Fig. 1: run 1, sequential cells grouped by signal name
Scale: 4 px per µm. Other sequential cells in the stronger grey, the rest of the logic in the fainter grey.
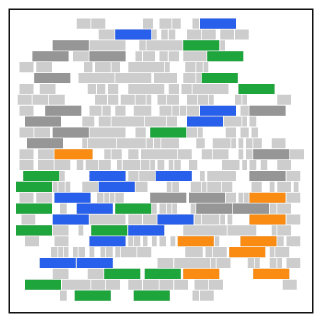
Fig. 2: run 1, wiring by layer
Scale: 4 px per µm.
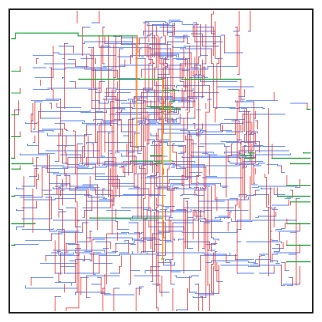
Fig. 3: run 1, met3 routing
Scale: 4 px per µm.
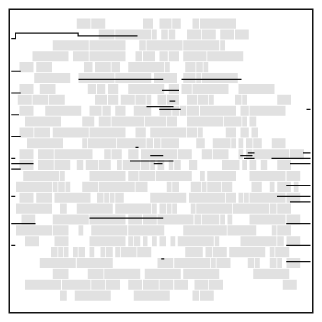
### src/rtl/seq_mult_8x8_pkg.sv
// rtl/seq_mult_8x8_pkg.sv - shared widths and state encoding for the sequential multiplier
package seq_mult_8x8_pkg;

    localparam int OPW   = 8;
    localparam int PRODW = 16;
    localparam int ITER  = 8;

    typedef enum logic [1:0] {
        ST_IDLE = 2'd0,
        ST_RUN  = 2'd1,
        ST_DONE = 2'd2
    } state_t;

    localparam logic [2:0] LAST_CNT = 3'(ITER - 1);

endpackage

### src/rtl/seq_mult_8x8_and_8x1.sv
// rtl/seq_mult_8x8_and_8x1.sv - And_8x1 partial-product gate: 8-bit word ANDed with one bit
module And_8x1
    import seq_mult_8x8_pkg::*;
(
    input  logic [OPW-1:0] in8bit,
    input  logic           in1bit,
    output logic [OPW-1:0] out8bit
);

    assign out8bit = in8bit & {OPW{in1bit}};

endmodule

### src/rtl/seq_mult_8x8.sv
// rtl/seq_mult_8x8.sv - 8x8 unsigned shift-and-add multiplier, one multiplier bit per cycle
module seq_mult_8x8
    import seq_mult_8x8_pkg::*;
(
    input  logic             clk,
    input  logic             rst_n,
    input  logic             start,
    input  logic [OPW-1:0]   a,
    input  logic [OPW-1:0]   b,
    output logic             busy,
    output logic             done,
    output logic [PRODW-1:0] product
);

    state_t           state_q;
    logic [OPW-1:0]   mcand_q;
    logic [OPW-1:0]   mplier_q;
    logic [PRODW-1:0] acc_q;
    logic [2:0]       cnt_q;
    logic [PRODW-1:0] product_q;
    logic             busy_q;
    logic             done_q;

    logic [OPW-1:0]   pp;
    logic [OPW:0]     sum;
    logic [PRODW-1:0] acc_d;

    And_8x1 u_and_8x1 (
        .in8bit  (mcand_q),
        .in1bit  (mplier_q[0]),
        .out8bit (pp)
    );

    // The carry out of the upper-half add becomes acc[15] after the shift.
    assign sum   = {1'b0, acc_q[PRODW-1:OPW]} + {1'b0, pp};
    assign acc_d = {sum, acc_q[OPW-1:1]};

    always_ff @(posedge clk or negedge rst_n) begin
        if (!rst_n) begin
            state_q   <= ST_IDLE;
            mcand_q   <= '0;
            mplier_q  <= '0;
            acc_q     <= '0;
            cnt_q     <= '0;
            product_q <= '0;
            busy_q    <= 1'b0;
            done_q    <= 1'b0;
        end else begin
            case (state_q)
                ST_RUN: begin
                    acc_q    <= acc_d;
                    mplier_q <= mplier_q >> 1;
                    cnt_q    <= cnt_q + 3'd1;
                    if (cnt_q == LAST_CNT) begin
                        product_q <= acc_d;
                        state_q   <= ST_DONE;
                        busy_q    <= 1'b0;
                        done_q    <= 1'b1;
                    end
                end
                ST_DONE: begin
                    done_q  <= 1'b0;
                    state_q <= ST_IDLE;
                end
                // Idle, and the unused encoding, which behaves as idle.
                default: begin
                    done_q <= 1'b0;
                    busy_q <= 1'b0;
                    if (state_q != ST_IDLE) begin
                        state_q <= ST_IDLE;
                    end
                    if (start) begin
                        mcand_q  <= a;
                        mplier_q <= b;
                        acc_q    <= '0;
                        cnt_q    <= '0;
                        state_q  <= ST_RUN;
                        busy_q   <= 1'b1;
                    end
                end
            endcase
        end
    end

    assign busy    = busy_q;
    assign done    = done_q;
    assign product = product_q;

endmodule

### config.mk
export PLATFORM = sky130hd
export DESIGN_NAME = seq_mult_8x8
export DESIGN_NICKNAME = d
export VERILOG_FILES = /design/src/rtl/seq_mult_8x8_pkg.sv /design/src/rtl/seq_mult_8x8_and_8x1.sv /design/src/rtl/seq_mult_8x8.sv
export SDC_FILE = /design/constraint.sdc
export NUM_CORES = 1
export LEC_CHECK = 0
export CORE_MARGIN = 1
export CORE_UTILIZATION = 49
export CTS_BUF_LIST = sky130_fd_sc_hd__clkbuf_16
export CTS_CLUSTER_SIZE = 20
export DETAILED_ROUTE_END_ITERATION = 6
export HOLD_SLACK_MARGIN = 0.02
export PLACE_DENSITY = 0.75
export SETUP_SLACK_MARGIN = 0.1
export SLEW_MARGIN = 20
export SYNTH_ARGS = -nofsm -noshare
export SYNTH_HDL_FRONTEND = slang
export SYNTH_HIERARCHICAL = 1
export SYNTH_SLANG_ARGS = --single-unit
### constraint.sdc
create_clock -name clk -period 2.1 [get_ports clk]
set_clock_uncertainty 0.05 [all_clocks]
set_input_delay 0.63 -clock clk [delete_from_list [all_inputs] [get_ports clk]]
set_output_delay 0.63 -clock clk [all_outputs]
set_load 0.01 [all_outputs]
==> git commit body, run 1 <==
Add synthesis and place-and-route results

* Antenna violation net count after detailed routing: 0
- The largest individual stage delay along the critical path comes from the cell or4_4.
* Largest net degree at the start of global routing: 55
- In this run, flip-flops and latches consume 35.7% of the power.
- In this run the post-CTS setup repair buffer count came out at 4.
- The cell count after synthesis came out at 245.
- The synthesis report lists the most area-consuming cells as dfrtp_1, mux2_1, ha_1.
- Power Total: 4.26 mW
- The power report lists cell-internal power as 2.78 mW.
* Tightest hold margin: 256 ps
- After layout, the clock buffer instance count stands at 5.
- Looking at the clock tree report, the maximum root-to-sink buffer count equals 2.
- Floorplan Utilization: 51.5%
- After layout, the buffer instance count without clock buffers stands at 52.
- The layout stage reports a final design area of 3500 µm².
- Count of distinct cell types in the synthesized netlist: 43
- R2R depth: 7
- Clock Power: 0.949 mW
* Total cells reported by yosys after synthesis: 245
- The script extracted a total leakage power of 1.59 nW.
* Chip width: 75.5 µm
- Per the timing report, the most critical flop-to-flop path originates at mplier_q[0].
- Total Neg Setup Slack: 0 ps
- Relative to the synthesized area, the layout overhead comes to 32.2%.
- Outcome: complete, no violations
- Launching element of the worst setup path: mplier_q[0]
- Synth async-reset ratio: 100%
- Yosys printed 6 warnings.
- Post-Synth AOI/OAI Area: 14.2%
- The initial antenna violation count was 0.
* Final net count: 326
- Area of the core: 5140 µm²
- The cell area that synthesis handed to floorplanning was 2650 µm².
- Synth Area in Simple Gates: 12.6%
* Largest area contributor in the netlist: dfrtp_1
- Mapped Nets: 278
Back to the opening pictures, Fig. 1:
[green] product | flops: 16 | where: spread over the die
[blue] acc_q | flops: 15
[orange] mplier_q | flops: 8 | where: lower right
sequential group power: 1.52 mW
FF+latch area: 1350 µm²

Back to the opening pictures, Fig. 2:
[green] met3 | wire length: 201 µm
[blue] met1 | wire length: 2500 µm
[orange] met4 | wire length: 87.7 µm
[red] met2 | wire length: 2620 µm
total number of vias: 1974
final routed wire length divided by cell count: 14.8 µm
total wire length: 5.41 mm
global-route usage over all layers: 20.0%

Back to the opening pictures, Fig. 3:
wire length on this layer: 201 µm
longest straight run: 20.9 µm
met3 Use GR: 4.37%

==> run 1 -> run 2 <==
--- a/config.mk
+++ b/config.mk
@@ -6,12 +6,12 @@
 export NUM_CORES = 1
 export LEC_CHECK = 0
 export CORE_MARGIN = 1
-export CORE_UTILIZATION = 49
+export CORE_UTILIZATION = 54
 export CTS_BUF_LIST = sky130_fd_sc_hd__clkbuf_16
 export CTS_CLUSTER_SIZE = 20
 export DETAILED_ROUTE_END_ITERATION = 6
 export HOLD_SLACK_MARGIN = 0.02
-export PLACE_DENSITY = 0.75
+export PLACE_DENSITY = 0.78
 export SETUP_SLACK_MARGIN = 0.1
 export SLEW_MARGIN = 20
 export SYNTH_ARGS = -nofsm -noshare
==> constraint.sdc (replaced) <==
create_clock -name clk -period 2.3 [get_ports clk]
set_clock_uncertainty 0.05 [all_clocks]
set_input_delay 0.46 -clock clk [delete_from_list [all_inputs] [get_ports clk]]
set_output_delay 0.46 -clock clk [all_outputs]
set_load 0.01 [all_outputs]
Fig. 4: run 2, congestion heat map
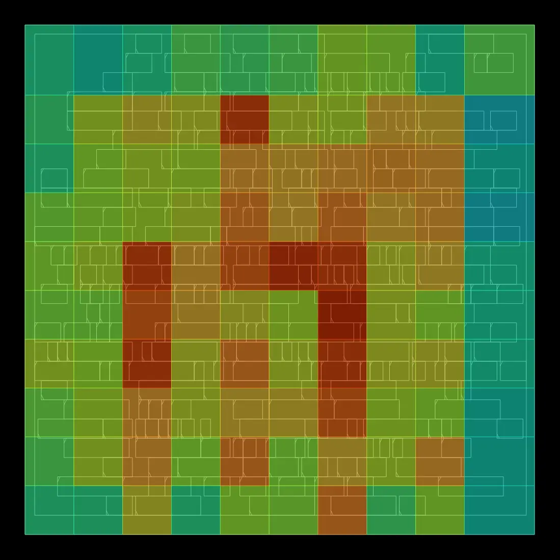
met2 usage: 33.6%
global-route usage over all layers: 22.3%
met1 routing resource usage after global routing: 32.6%
share of the core filled with cells in the final layout: 70.1%

==> git commit body, run 2 <==
Add synthesis and place-and-route results

* Endpoint of the worst setup timing path: product[13]
* Net switching power: 1.24 mW
- Summed instance area of the synthesized netlist: 2650 µm² (unchanged)
- The worst register-to-register path begins at mplier_q[0].
- Top cell type's share of synthesized area: 51.1%
- Ranked by total cell area, the synthesized netlist is headed by dfrtp_1, mux2_1, ha_1.
- A synthesized cell averages 10.8 µm².
- The power dissipated in the clock network came to 0.832 mW (-12%).
- The power drawn by the sequential cells came to 1.38 mW (-9%).
- The highest supply drop recorded on VDD is 0.000573 V.
- The reported leakage power is 1.53 nW (-3.7%).
- Leaving out filler cells and counting taps, the final layout contains 355.
* Worst hold-check path type: in2async
- Looking at the power breakdown, the clock network takes 23.1% of the total.
* Global-route wire length before repair: 8.83 mm
- Looking at the setup timing report, the critical path kind is reg2reg.
- Floorplan Utilization: 56.0% (+4.5 points)
* Layout buffering overhead excluding clock cells: 13.2%
- The area inside the core boundary came to 4720 µm² (-8.1%).
* Routability congestion estimate from global placement: 0.883
- The synthesized-area fraction occupied by and/or/nand/nor cells was 12.6% (unchanged).
- R2R depth: 7 (unchanged)
- In this run the worst setup path begins at mplier_q[0].
* Root Buffer Master: clkbuf_16
- Filler Cells Inserted: 333
- Number of clock buffers in the layout: 5 (unchanged)
* Buffer depth of the longest clock path: 2 (unchanged)
- The group that draws the most power in this run is registers.
* Antenna violations before repair: 0 (unchanged)
* Required time worst endpoint: 2450 ps
* Mapped Nets: 278 (unchanged)
- Pre-CTS worst setup slack: 72.4 ps
* Highest metal layer with signal wires: met4
- Outcome: complete, no violations
- Post-synth the commonest register cell is dfrtp_1.
- FF+latch area: 1350 µm² (unchanged)
* Largest net degree at the start of global routing: 35 (-36%)
- Total cells reported by yosys after synthesis: 245 (unchanged)
- Fmax: 467 MHz
- Chip width: 72.0 µm (-4.6%)
- TritonCTS built the clock tree.
* Pwr dens: 1090 nW/µm²
- The worst slack on hold paths came to 53.8 ps (-202 ps).
* Gate count after technology mapping: 245 (unchanged)
* Wire length on met1: 2.51 mm
- The number of nets in the finished design is 321 (-1.5%).
- Final critical-path share of the clock period: 93.0%
- The smallest clock period supported by the final layout is computed as 2140 ps.
- The H-tree was split into 2 levels.
* Internal power: 2.36 mW (-15%)
* Total number of sequential cells: 54
- The post-CTS hold buffer count recorded in the log is 0.
* Post-Synth AOI/OAI Area: 14.2% (unchanged)
- Number of primary I/O pins: 37
* Seq area share: 40.9%
- The post-route antenna net violation count came to 0 (unchanged).
* Combinational cell power: 1.38 mW
- The final setup TNS was 0 ps (unchanged).
- The async set or reset register ratio after synthesis is 100% (unchanged).
* Logic share of the area: 37.8%
- Yosys Warn Count: 6 (unchanged)
- Power Total: 3.59 mW (-16%)
* Proportion of power drawn by flip-flops and latches: 38.4% (+2.7 points)
- Detail Route met3 WL: 212 µm
- Layout buffer count excluding clock buffers: 47 (-9.6%)
- The cell family contributing the most delay on the critical path is AND-OR/OR-AND gates.
* Multiplexer share of the synthesized area: 11.1%
* Met3 Use GR: 4.03% (-0.34 points)
* Clock network share of area: 4.95%
- Final instance area: 3310 µm² (-5.4%)
- Per the synthesis report, the dominant area consumer among library cells is dfrtp_1.
* Slowest stage cell on the critical path: dfrtp_2
* Count of distinct cell types in the synthesized netlist: 43 (unchanged)
- Number of OpenROAD warnings: 29
- Area overhead of the layout relative to synthesis: 25.1%
* RSZ-0062 raised after global routing: yes
- Setup Fix Bufs, Post-CTS: 0 (-4)
- Dominant class by area: registers
* Top logic family: AND-OR/OR-AND gates
Fig. 5: run 2, wiring by layer
Scale: 4 px per µm.
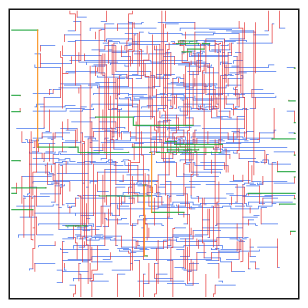
[orange] met4 | wire length: 61.9 µm
[green] met3 | wire length: 213 µm
[red] met2 | wire length: 2360 µm
[blue] met1 | wire length: 2510 µm
final routed wire length divided by cell count: 14.5 µm
total wire length: 5.14 mm
total number of vias: 1903

==> run 2 -> run 3 <==
--- a/config.mk
+++ b/config.mk
@@ -5,8 +5,10 @@
 export SDC_FILE = /design/constraint.sdc
 export NUM_CORES = 1
 export LEC_CHECK = 0
+export CELL_PAD_IN_SITES_DETAIL_PLACEMENT = 1
+export CELL_PAD_IN_SITES_GLOBAL_PLACEMENT = 2
 export CORE_MARGIN = 1
-export CORE_UTILIZATION = 54
+export CORE_UTILIZATION = 35
 export CTS_BUF_LIST = sky130_fd_sc_hd__clkbuf_16
 export CTS_CLUSTER_SIZE = 20
 export DETAILED_ROUTE_END_ITERATION = 6
Fig. 6: run 3, clock wires, drivers and flops
Scale: 4 px per µm.
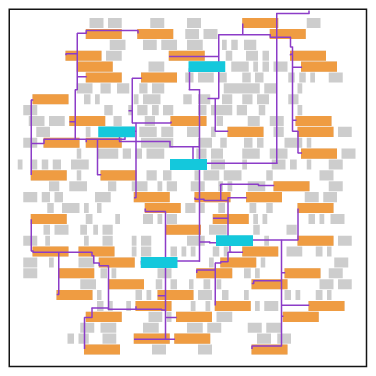
[cyan] cells driving clock nets | count: 5
[orange] flip-flops | count: 54
[purple] clock wires | length: 711 µm
flops lie: spread over the die
routed clock nets: 6
clock network power share: 21.0%
Clock Power: 0.742 mW

==> git commit body, run 3 <==
Add synthesis and place-and-route results

- Global-route usage over all layers: 16.4% (-6.0 points)
- The cell count of the worst reg-to-reg path is 7 (unchanged).
- Number of primary I/O pins: 37 (unchanged)
* Crit Path Category: reg2reg
- Root Buffer Master: clkbuf_16
- Floorplan Utilization: 36.3% (-20 points)
- By area the synthesized netlist is led by dfrtp_1, mux2_1, ha_1.
- The run finished with clean final reports.
- Top cell type's share of synthesized area: 51.1% (unchanged)
- The share of power burned in registers is 38.8% (+0.4 points).
* Fmax: 469 MHz (+0.38%)
- Number of buffers inserted by hold repair at cts: 0 (unchanged)
- Yosys Warn Count: 6 (unchanged)
* Logic share of the area: 37.5% (-0.32 points)
- Number of slew-limit violations in the final report: 0
* Antenna violation net count after detailed routing: 0 (unchanged)
* Setup violators final: 0
- The number of cells in the finished layout apart from fillers came to 389 (+9.6%).
* Post-Synth AOI/OAI Area: 14.2% (unchanged)
* Synth async-reset ratio: 100% (unchanged)
- FF+latch area: 1350 µm² (about the same)
- Mapped Nets: 278 (unchanged)
* Required time worst endpoint: 2450 ps (about the same)
* Largest area contributor in the netlist: dfrtp_1
- Worst vdd ir: 0.000390 V (-32%)
* Area overhead of the layout relative to synthesis: 25.9%
* Sequential group power: 1.37 mW (about the same)
- In the power breakdown, the biggest contributor is combinational logic.
- TritonCTS built the clock tree.
- The power attributed to combinational cells came to 1.41 mW (about the same).
* Area of the core: 7290 µm² (+54%)
* Worst hold-check path type: in2async
- The setup slack at placement was 121 ps (+49.1 ps).
- Among all flip-flop cells after synthesis, the most frequent one is dfrtp_1.
- The total of plain and repair buffers excluding clock buffers came to 48 (+2.1%).
- The minimum clock period after layout is 2130 ps (-8.09 ps).
- The largest net degree at the start of global routing is 55 (+57%).
- The cell area after technology mapping came to 2650 µm² (unchanged).
- The number of flip-flops and latches was 54 (unchanged).
* Htree depth: 2 (unchanged)
* Antenna violations before repair: 0 (unchanged)
- Pwr dens: 1060 nW/µm² (-2.6%)
* Filler Cells Inserted: 836 (+150%)
- Antenna Cells: 0
* Dominant class by area: registers
* Total leakage power: 1.53 nW (-0.15%)
* Seq area share: 40.6% (-0.30 points)
- Grouping non-sequential cells by family puts the most area in AND-OR/OR-AND gates.
* Worst R2R Start: mplier_q[0]
* Gate count after technology mapping: 245 (unchanged)
* Number of clock buffers in the layout: 5 (unchanged)
- Count of distinct cell types in the synthesized netlist: 43 (unchanged)
- Crit-path leading delay family: AND-OR/OR-AND gates
* Wire length on met1: 2.80 mm (+12%)
- Layout buffering overhead excluding clock cells: 13.4% (+0.14 points)
* Mapped Avg Cell Area: 10.8 µm² (unchanged)
* Final instance area: 3330 µm² (+0.64%)
- The share of synthesized area spent on multiplexers is 11.1% (unchanged).
- The synthesized-area fraction occupied by and/or/nand/nor cells was 12.6% (unchanged).
* Total number of vias: 1925 (+1.2%)
- Routability congestion estimate from global placement: 0.758 (-14%)
* Internal power: 2.26 mW (-4.3%)
- RSZ-0062 raised after global routing: yes
- The final setup TNS came to 0 ps (unchanged).
* Final critical-path share of the clock period: 92.7% (-0.35 points)
* Launching element of the worst setup path: mplier_q[0]
- The length of routed met3 wiring was 183 µm (-14%).
- The buffer levels on the longest clock path is 2 (unchanged).
- In this run the most used layer during global routing was met2.
- The worst slack on hold paths was 236 ps (+183 ps).
* Clock network share of area: 4.24% (-0.71 points)
* Endpoint of the worst setup timing path: product[13]
- Slowest stage cell on the critical path: dfrtp_1
- The die extent in x came to 89.0 µm (+24%).
* Global-route wire length before repair: 9.80 mm (+11%)
- Number of OpenROAD warnings: 29 (unchanged)
- Share of the core filled with cells in the final layout: 45.7% (-24 points)
- Total cells reported by yosys after synthesis: 245 (unchanged)
- Summed over all layers, the global routing overflow is 0.
* Power Total: 3.52 mW (-2.0%)
* Setup Fix Bufs, Post-CTS: 0 (unchanged)
Fig. 7: run 3, congestion heat map
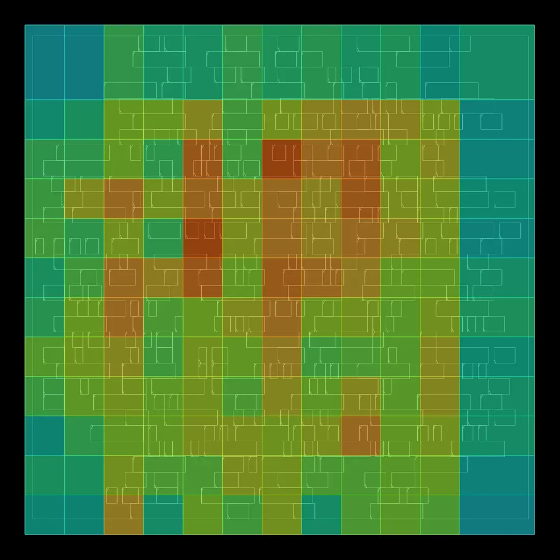
met1 routing resource usage after global routing: 22.9%
met3 Use GR: 3.32%
final routed wire length divided by cell count: 15.1 µm
met2 usage: 26.0%

Power is estimated from default activity; no workload was simulated.
